<file path="config.mk">
export PLATFORM = sky130hd
export DESIGN_NAME = encoder_scan_arbiter
export DESIGN_NICKNAME = d
export VERILOG_FILES = /design/src/rtl/encoder_scan_arbiter_pkg.sv /design/src/rtl/encoder_scan_arbiter_rr_picker.sv /design/src/rtl/encoder_scan_arbiter.sv
export SDC_FILE = /design/constraint.sdc
export NUM_CORES = 1
export LEC_CHECK = 0
export ABC_AREA = 1
export ABC_CLOCK_PERIOD_IN_PS = 6300
export CAP_MARGIN = 20
export CORE_MARGIN = 2
export CORE_UTILIZATION = 50
export DETAILED_ROUTE_END_ITERATION = 10
export HOLD_SLACK_MARGIN = 0.02
export PLACE_DENSITY = 0.85
export SYNTH_ARGS = -nofsm -noshare
export SYNTH_HDL_FRONTEND = slang
export SYNTH_HIERARCHICAL = 1
export SYNTH_SLANG_ARGS = --single-unit
</file>
<file path="constraint.sdc">
create_clock -name clk -period 6.3 [get_ports clk]
set_clock_uncertainty 0.2 [all_clocks]
set_input_delay 1.26 -clock clk [delete_from_list [all_inputs] [get_ports clk]]
set_output_delay 1.26 -clock clk [all_outputs]
set_load 0.05 [all_outputs]
</file>
<file path="src/rtl/encoder_scan_arbiter_pkg.sv">
// Package shared by the encoder scan arbiter and the encoder counters.
// Holds the default encoder count width and the report FSM state encodings.
package encoder_scan_arbiter_pkg;

    // Default width of an encoder count (and of the reported delta).
    localparam int ENC_VAL_W = 8;

    // Report FSM: IDLE looks for work, PRESENT holds a report on the output port.
    typedef enum logic {
        ST_IDLE    = 1'b0,
        ST_PRESENT = 1'b1
    } state_e;

endpackage

</file>
<file path="src/rtl/encoder_scan_arbiter_rr_picker.sv">
// rr_picker: combinational round-robin first-set search.
//   req      in   NUM_CH  request bits
//   ptr      in   CH_W    highest-priority index (must be < NUM_CH)
//   gnt_idx  out  CH_W    first set request found from ptr upward, wrapping
//   gnt_any  out  1       at least one request is set
module rr_picker #(
    parameter int NUM_CH = 4,
    localparam int CH_W  = $clog2(NUM_CH)
) (
    input  logic [NUM_CH-1:0] req,
    input  logic [CH_W-1:0]   ptr,
    output logic [CH_W-1:0]   gnt_idx,
    output logic              gnt_any
);

    // idx_rot[k] is the channel examined k-th, i.e. (ptr + k) mod NUM_CH.
    logic [CH_W-1:0]   idx_rot [NUM_CH];
    logic [NUM_CH-1:0] req_rot;

    genvar gi;
    generate
        for (gi = 0; gi < NUM_CH; gi++) begin : g_rot
            logic [CH_W:0] sum;
            assign sum          = {1'b0, ptr} + (CH_W+1)'(gi);
            assign idx_rot[gi]  = (sum >= (CH_W+1)'(NUM_CH)) ? CH_W'(sum - (CH_W+1)'(NUM_CH))
                                                             : CH_W'(sum);
            assign req_rot[gi]  = req[idx_rot[gi]];
        end
    endgenerate

    // Scan from the far end so the lowest rotated position wins.
    always_comb begin
        gnt_any = |req_rot;
        gnt_idx = '0;
        for (int i = NUM_CH - 1; i >= 0; i--) begin
            if (req_rot[i]) begin
                gnt_idx = idx_rot[i];
            end
        end
    end

endmodule

</file>
<file path="src/rtl/encoder_scan_arbiter.sv">
// encoder_scan_arbiter: shares one report stream among NUM_CH encoder counters.
// Channels whose live count differs from their last reported count are
// granted round-robin; each report carries {channel, value, signed delta}.
//   clk        in   clock, rising edge
//   reset      in   synchronous, active-high
//   enable     in   1 = new grants allowed, 0 = only finish the report in flight
//   ch_value   in   live counts, channel i at [i*VAL_W +: VAL_W]
//   out_valid  out  report available
//   out_ready  in   consumer accepts when out_valid & out_ready
//   out_ch     out  granted channel
//   out_value  out  count captured at grant
//   out_delta  out  out_value - last reported count of out_ch (mod 2^VAL_W)
//   pending    out  registered per-channel "moved since last report"
//   overflow   out  sticky: a captured delta was exactly -2^(VAL_W-1)
//   irq        out  only with ENC_SCAN_IRQ_EN defined: registered (|pending) & enable
module encoder_scan_arbiter
    import encoder_scan_arbiter_pkg::*;
#(
    parameter int NUM_CH = 4,
    parameter int VAL_W  = ENC_VAL_W,
    localparam int CH_W  = $clog2(NUM_CH)
) (
    input  logic                    clk,
    input  logic                    reset,
    input  logic                    enable,
    input  logic [NUM_CH*VAL_W-1:0] ch_value,
    output logic                    out_valid,
    input  logic                    out_ready,
    output logic [CH_W-1:0]         out_ch,
    output logic [VAL_W-1:0]        out_value,
    output logic [VAL_W-1:0]        out_delta,
    output logic [NUM_CH-1:0]       pending,
    output logic                    overflow
`ifdef ENC_SCAN_IRQ_EN
    ,
    output logic                    irq
`endif
);

    // The one delta value whose sign cannot be trusted.
    localparam logic [VAL_W-1:0] DELTA_AMBIG = {1'b1, {(VAL_W-1){1'b0}}};

    state_e            state_reg;
    logic [CH_W-1:0]   rr_ptr_reg;
    logic [VAL_W-1:0]  last_reported_reg [NUM_CH];
    logic [VAL_W-1:0]  live [NUM_CH];
    logic [NUM_CH-1:0] pending_next;
    logic              handshake;
    logic [CH_W-1:0]   gnt_idx;
    logic              gnt_any;
    logic [VAL_W-1:0]  grant_value;
    logic [VAL_W-1:0]  grant_delta;
    logic [CH_W-1:0]   rr_ptr_next;

    assign handshake = (state_reg == ST_PRESENT) && out_ready;

    genvar gi;
    generate
        for (gi = 0; gi < NUM_CH; gi++) begin : g_ch
            assign live[gi] = ch_value[gi*VAL_W +: VAL_W];
            // The channel being accepted this edge still compares against its old
            // last_reported value, so its bit is masked to avoid a stale regrant.
            assign pending_next[gi] = (live[gi] != last_reported_reg[gi])
                                      && !(handshake && (out_ch == CH_W'(gi)));
        end
    endgenerate

    rr_picker #(
        .NUM_CH (NUM_CH)
    ) u_picker (
        .req     (pending),
        .ptr     (rr_ptr_reg),
        .gnt_idx (gnt_idx),
        .gnt_any (gnt_any)
    );

    assign grant_value = live[gnt_idx];
    assign grant_delta = grant_value - last_reported_reg[gnt_idx];
    assign rr_ptr_next = (gnt_idx == CH_W'(NUM_CH - 1)) ? '0 : gnt_idx + 1'b1;

    always_ff @(posedge clk) begin
        if (reset) begin
            state_reg  <= ST_IDLE;
            out_valid  <= 1'b0;
            out_ch     <= '0;
            out_value  <= '0;
            out_delta  <= '0;
            pending    <= '0;
            overflow   <= 1'b0;
            rr_ptr_reg <= '0;
            for (int i = 0; i < NUM_CH; i++) begin
                last_reported_reg[i] <= '0;
            end
`ifdef ENC_SCAN_IRQ_EN
            irq        <= 1'b0;
`endif
        end else begin
            pending <= pending_next;
`ifdef ENC_SCAN_IRQ_EN
            irq     <= (|pending) && enable;
`endif
            case (state_reg)
                ST_IDLE: begin
                    if (enable && gnt_any) begin
                        out_ch     <= gnt_idx;
                        out_value  <= grant_value;
                        out_delta  <= grant_delta;
                        out_valid  <= 1'b1;
                        rr_ptr_reg <= rr_ptr_next;
                        if (grant_delta == DELTA_AMBIG) begin
                            overflow <= 1'b1;
                        end
                        state_reg  <= ST_PRESENT;
                    end
                end
                ST_PRESENT: begin
                    // Output fields are left untouched while stalled.
                    if (out_ready) begin
                        out_valid                 <= 1'b0;
                        last_reported_reg[out_ch] <= out_value;
                        state_reg                 <= ST_IDLE;
                    end
                end
                default: state_reg <= ST_IDLE;
            endcase
        end
    end

endmodule

</file>
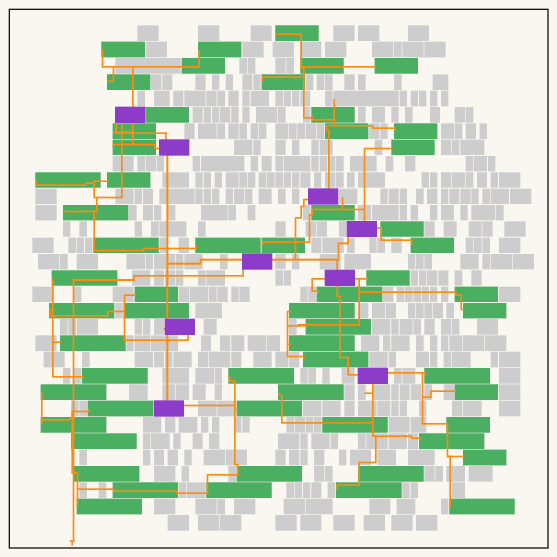
run_1/clock_map.png
Drawn at 6 px/um.
Key: orange = clock wires [length 776 um]; green = flip-flops [count 59]; purple = cells driving clock nets [count 9]
There are 10 routed clock nets. Position of the flops: widely spread.
clock-net power: 0.380 mW
clk latency late pin: 330 ps

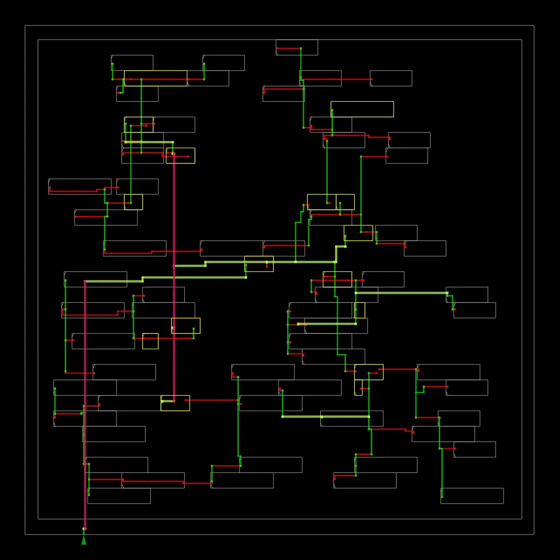
run_1/final_clocks.png
CLK BUF: 10
Seq cells: 59

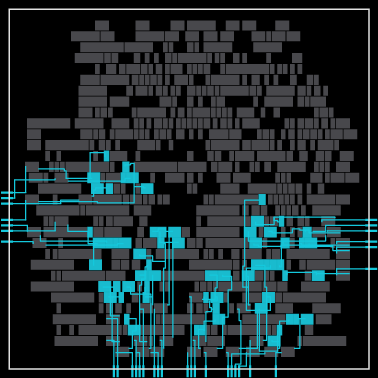
run_1/port_nets.png
Drawn at 4 px/um.
Key: cyan = `ch_value` [direction input, end cells 65, buffers 32, wire 977 um]
I/O Buffers: 59
IO Pins: 60

==> reports/metrics.yaml, run 1 <==
synthesis:
  synth-seq-cells: 59
  fp_nets: 513
  top_cell_area_share_pct: 26.3
  ys.warnings.count: 6
  netlist_instances: 468
  yosys_cells: 468
  ys_chip_area_um2: 3660
  synth.cell_area_um2: 3660
  synth_cell_types: 36
final_timing:
  hold_viol: 0
  setup_tns_ps: 0
  final_max_slew_viol_count: 0
  period_used_pct: 69.5
  max_slew_margin_pct: 29.7
  worst_pin_slew_ps: 1050
  finalWorstSetupSlack_ps: 1920
  holdWs_ps: 276
  rsz0062_at_grt: "false"
  max_freq_mhz: 228
global_routing:
  grt_max_degree: 33
  grt-ovfl-total: 0
  grt_pass1_wl_um: 15700
  grt_use_total_pct: 26.4
  antenna_found_initial: 0
routing:
  wl_met1_um: 4010
  finalWirelength_um: 9830
  drtAntennaViolNets: 0
  drt_iter0_markers: 267
  dr.pass1.iters: 5
  vias: 3376
  wl_met2_um: 4760
  wl_met3_um: 628
  via_per_inst: 5.39
  highest_layer: "met4"
clocking:
  cts_made_buffers: 9
  cts.sinks: 59
  clock-root-buffer: "clkbuf_8"
  cts_tree: "built"
  htreeDepth: 3
  hold_buffers: 0
layout:
  nFillCells: 618
  inverters_excl_clock: 52
  comb_area_um2: 1830
  seq-cell-share_pct: 33.5
  postLayoutCoreUtil_pct: 62.5
  clock_cell_area_share_pct: 4.86
  mostFrequentLayoutCell: "nand2_1"
  drive_gt1_share_pct: 9.87
  comb_share_pct: 40.8
  nNetsFinal: 567
  layout_top_cells: "90 x nand2_1, 78 x nor2_1, 59 x clkdlybuf4s50_1"
  buf_share_pct: 13.5
  stdcell_count: 626
  comb.multi_input.count: 339
worst_setup_path:
  end_kind: "flop"
  crit_type: "flop to flop"
  worstPathMaxFanout: 23
  worstPathArrival_ps: 4440
  cp.required_ps: 6370
die:
  tapCellCount: 99
  rows: 31
  core_area_um2: 7180
  fp-utilization_pct: 51.0
  chipArea_um2: 8020
power:
  p_per_area_nw_per_um2: 501
  p_leak_nw: 1.96
placement:
  gp_congestion: 0.949
  placed_cells: 610
  pre_cts_slack_ps: 2040
  dp_hpwl_um: 7340
job:
  tool_warnings: 26
run_status:
  outcome: "finished clean"
hold_path:
  hold_class: "flop to flop"
[run 1: routing by layer]
metal	GRT usage, %	up-vias
met2	45.7	146
met3	4.06	29
li1	-	1632
met5	0	-
met1	31.1	1569
met4	14.4	0
[run 1: where the power goes]
part           switching (mW)  internal (mW)
logic                   0.902          0.463
registers              0.0406          0.457
clock network           0.157          0.223
total                    1.10           1.14
[run 1: Yosys cell counts, drive strengths merged]
cell	n
xor2	27
o31ai	1
o22ai	7
buf	17
inv	52
o211ai	1
a21oi	23
edfxtp	32
and2	1
ha	8
clkbuf	1
o21ai	41
xnor2	6
fa	1
nor2	79
nand3	25
a32o	4
nand2	105
dfxtp	27
nor4	7
nand4	3
[run 1: critical path: stages, from the launching register on]
cell	delay (ps)
dfxtp_1	590
nand2_1	170
nand2_2	110
inv_2	40
nand2_1	50
nand2_1	50
nand3_1	60
nand3_1	490
inv_1	750
o21ai_0	200
o22ai_1	150
ha_1	170
inv_1	70
fa_1	420
xnor2_1	240
nand2_1	70
nor2_1	90
nand3_1	70
nor2_1	120
nand3_2	90
a21oi_2	100
[run 1: stage by stage]
step / total power, mW / cell area (um2)
2_1_floorplan: 1.57 / 3660
3_3_place_gp: 1.81 / 4260
6_report: 2.24 / 4480
4_1_cts: 2.23 / 4480
5_1_grt: 2.44 / 4480
3_5_place_dp: 1.84 / 4260
[run 1: cells by family after synthesis]
logic type / share of synthesized area (%)
xor+xnor: 7.90
flops: 41.0
compound gates: 12.6
fa+ha+maj: 3.28
buf+inv: 9.13
simple gates: 26.0
[run 1: worst paths after layout]
check / from / to / slack, ps / cells past startpoint
worst min register to register: overflow / overflow / 280 / 2
worst max register to register: rr_ptr_reg[0] / overflow / 1920 / 20
worst min-delay path: overflow / overflow / 280 / 2
worst max-delay path: rr_ptr_reg[0] / overflow / 1920 / 20
--- run 2 (diff from run 1) ---
--- a/config.mk
+++ b/config.mk
@@ -6,13 +6,13 @@
 export NUM_CORES = 1
 export LEC_CHECK = 0
 export ABC_AREA = 1
-export ABC_CLOCK_PERIOD_IN_PS = 6300
+export ABC_CLOCK_PERIOD_IN_PS = 3900
 export CAP_MARGIN = 20
 export CORE_MARGIN = 2
-export CORE_UTILIZATION = 50
+export CORE_UTILIZATION = 49
 export DETAILED_ROUTE_END_ITERATION = 10
 export HOLD_SLACK_MARGIN = 0.02
-export PLACE_DENSITY = 0.85
+export PLACE_DENSITY = 0.86
 export SYNTH_ARGS = -nofsm -noshare
 export SYNTH_HDL_FRONTEND = slang
 export SYNTH_HIERARCHICAL = 1
==> constraint.sdc (replaced) <==
create_clock -name clk -period 3.9 [get_ports clk]
set_clock_uncertainty 0.2 [all_clocks]
set_input_delay 0.78 -clock clk [delete_from_list [all_inputs] [get_ports clk]]
set_output_delay 0.78 -clock clk [all_outputs]
set_load 0.05 [all_outputs]
==> run 2 against run 1 <==
Against the previous run: hold slack worse by 6.7 ps; non-clock buffer count rose by 5; sequential share of layout area fell by 0.20 points; clock-buffer cell count is 2 higher; setup slack lost 1400 ps; synthesized cell count unchanged; register-to-register slack lost 1400 ps; combinational power grew 64%; critical path depth increased by 1; fmax is 28% higher; final cell count increased by 0.80%; core utilization decreased by 0.24 points; critical path type unchanged; largest cell class unchanged.
==> reports/metrics.yaml, run 2 <==
run_status:
  outcome: "finished clean"
worst_setup_path:
  end_kind: "flop"
  crit_path_cell_trace: "inv_4 > nand2_2 > nand3_1 > nand2_1 > nand3_1 > nand2_1 > nand2_1 > nand2_2 > buf_4 > o21ai_0 > a21oi_1 > a21oi_1 > ha_1 > nand2_1 > nor2_1 > nand2_1 > nand4_1 > nand2_1 > nor2_1 > nand3_2 > a21oi_2"
  crit_type: "flop to flop"
  worstPathArrival_ps: 3500
  crit_slowest_cell: "dfxtp_2"
  worstPathMaxFanout: 21
  cpMostUsedCell: "nand2_1"
  cp.required_ps: 3980
  r2r_setup_slack_ps: 480
  max_stage_delay_ps: 470
synthesis:
  top_cell_area_share_pct: 26.3
  ys.warnings.count: 6
  fp_nets: 513
  yosys_cells: 468
  synth_cell_types: 36
  flop_cell: "edfxtp_1"
  synth-async-reset-ratio_pct: 0
  netlist_instances: 468
  synthTopCellsByCount: "90 x nand2_1, 78 x nor2_1, 46 x inv_1, 38 x o21ai_0, 32 x edfxtp_1"
  synth.cell_area_um2: 3660
  post-synth-top-count-cell: "nand2_1"
  synth-seq-cells: 59
  ys_chip_area_um2: 3660
  edf_count: 32
routing:
  vias: 3381
  wl_met3_um: 710
  dr.pass1.iters: 6
  drc: 0
  drt_iter0_markers: 317
  finalWirelength_um: 10000
  wl_met2_um: 4930
  highest_layer: "met4"
  drtAntennaViolNets: 0
  wl_met1_um: 4160
  via_per_inst: 5.36
  drt-wirelength-per-cell_um: 15.9
global_routing:
  grt_pass1_wl_um: 16500
  grt_use_total_pct: 25.5
  globalRouteMet2Util_pct: 43.4
  grtUsageMet3_pct: 6.09
  use_met1_pct: 31.1
  grt_max_degree: 33
  grt-ovfl-total: 0
  antenna_found_initial: 0
  grt_busiest_layer: "met2"
layout:
  layout_top_cells: "89 x nand2_1, 78 x nor2_1, 59 x clkdlybuf4s50_1"
  comb_area_um2: 1830
  drive_gt1_share_pct: 10.9
  mostFrequentLayoutCell: "nand2_1"
  nNetsFinal: 572
  stdcell_count: 631
  largest_reg_flops: 32
  nFillCells: 636
final_timing:
  setup_tns_ps: 0
  rsz0062_at_grt: "false"
  hold_viol: 0
  worst_pin_slew_ps: 651
  finalWorstSetupSlack_ps: 478
  final_max_slew_viol_count: 0
  max_slew_margin_pct: 56.6
  max_freq_mhz: 292
  period_used_pct: 87.7
placement:
  placed_cells: 615
  pre_cts_slack_ps: 252
  dp_hpwl_um: 7580
  gp_congestion: 0.914
  portBuffers: 59
power:
  combPwrFrac_pct: 61.3
  power_frac_seq_pct: 22.1
  p_per_area_nw_per_um2: 806
  p_sw_mw: 1.77
  max-vdd-ir-drop_mv: 0.411
  p_leak_nw: 1.99
  intPower_mw: 1.87
  switching_share_pct: 48.7
  total_power_mw: 3.64
hold_path:
  hold_class: "flop to flop"
die:
  chipArea_um2: 8170
  io-pin-count: 60
  fp-utilization_pct: 50.4
clocking:
  clockBufferDepth: 2
  hold_buffers: 0
  cts_tree: "built"
  post-cts-setup-buffers: 0
  clock-root-buffer: "clkbuf_8"
  htreeDepth: 3
job:
  tool_warnings: 26
==> run 2: cell counts after synthesis <==
No cell type changed its count.
==> run 2: area by class of cell <==
class / count / area share (%)
inverter: 52 / 4.55
timing repair buffer: 66 / 14.3
sequential: 59 / 33.3
clock buffer: 12 / 3.69
multi-input combinational: 339 / 40.4
clock inverter: 4 / 1.03
tap: 99 / 2.74
==> run 2: cells by family (layout without fill, tap and decap cells) <==
| kind of cell | after synthesis | count (layout) | synth area share [%] |
|---|---|---|---|
| flops | 59 | 59 | 41.0 |
| buf+inv | 70 | 134 | 9.13 |
| simple gates | 220 | 220 | 26.0 |
| compound gates | 77 | 77 | 12.6 |
| fa+ha+maj | 9 | 9 | 3.28 |
| xor+xnor | 33 | 33 | 7.90 |
==> run 2: worst paths after layout <==
path | start | to | cells after the start
hold reg to reg | overflow | overflow | 2
setup / recovery | rr_ptr_reg[0] | overflow | 21
setup reg to reg | rr_ptr_reg[0] | overflow | 21
hold / removal | overflow | overflow | 2
==> run 2: metrics by stage <==
stage / area (um2) / hold slack [ps] / utilization [%]
floorplan: 3660 / 253 / -
global placement: 4300 / 261 / 59.2
detailed placement: 4300 / 257 / 59.2
CTS: 4510 / 268 / 62.2
global route: 4510 / 303 / 62.2
finish: 4510 / 270 / 62.2
==> run 2: power groups by stage <==
stage                     Combinational [mW]  Clock (mW)  Sequential, mW
after floorplan                         1.53           0            1.00
after global placement                  2.14           0           0.813
after detailed placement                2.19           0           0.816
after CTS                               2.21       0.602           0.804
after global routing                    2.50       0.632           0.816
final                                   2.23       0.601           0.804
==> run 2: critical path: cells and delay by family, from the launching register on <==
family,cells,cell delay [ps]
buffers and inverters,2,390
AOI/OAI and AO/OA,4,530
and+or+nand+nor,14,1400
adders and majority gates,1,370
DFF,1,470
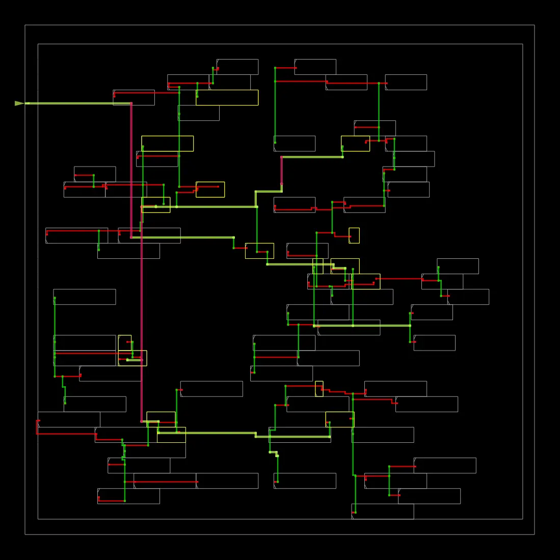
run_2/final_clocks.png
clk latency late pin: 350 ps
Num CTS Buffers: 9
clock-net power: 0.601 mW
clock sink total: 59
CLK BUF: 12

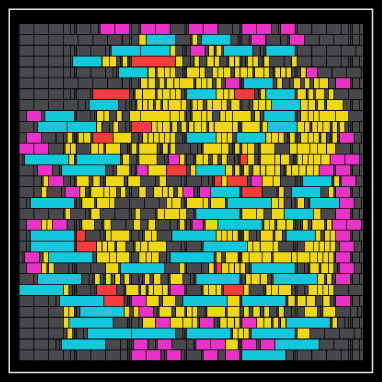
run_2/cell_classes.png
Drawn at 4 px/um. Fill, decap, tap and diode cells in gray.
Key: magenta = other buffers and delay cells [cells 66, share of their area 15%]; cyan = flops [cells 59, share of their area 34%]; yellow = all other logic [cells 391, share of their area 46%]; red = clock drivers and dummy loads [cells 16, share of their area 4.8%]
register share of the cell area: 33.3%
area of the core: 7250 um2
post-route cell area: 4510 um2
final core utilization: 62.2%
# rows: 31

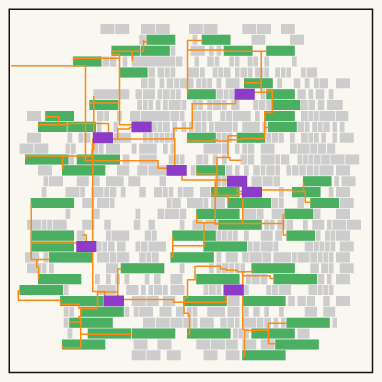
run_2/clock_map.png
Drawn at 4 px/um.
Key: green = flip-flops [count 59]; purple = cells driving clock nets [count 9]; orange = clock wires [length 793 um]
There are 10 routed clock nets. Position of the flops: widely spread.
clock network power share: 16.5%

Power is estimated from default activity; no workload was simulated.
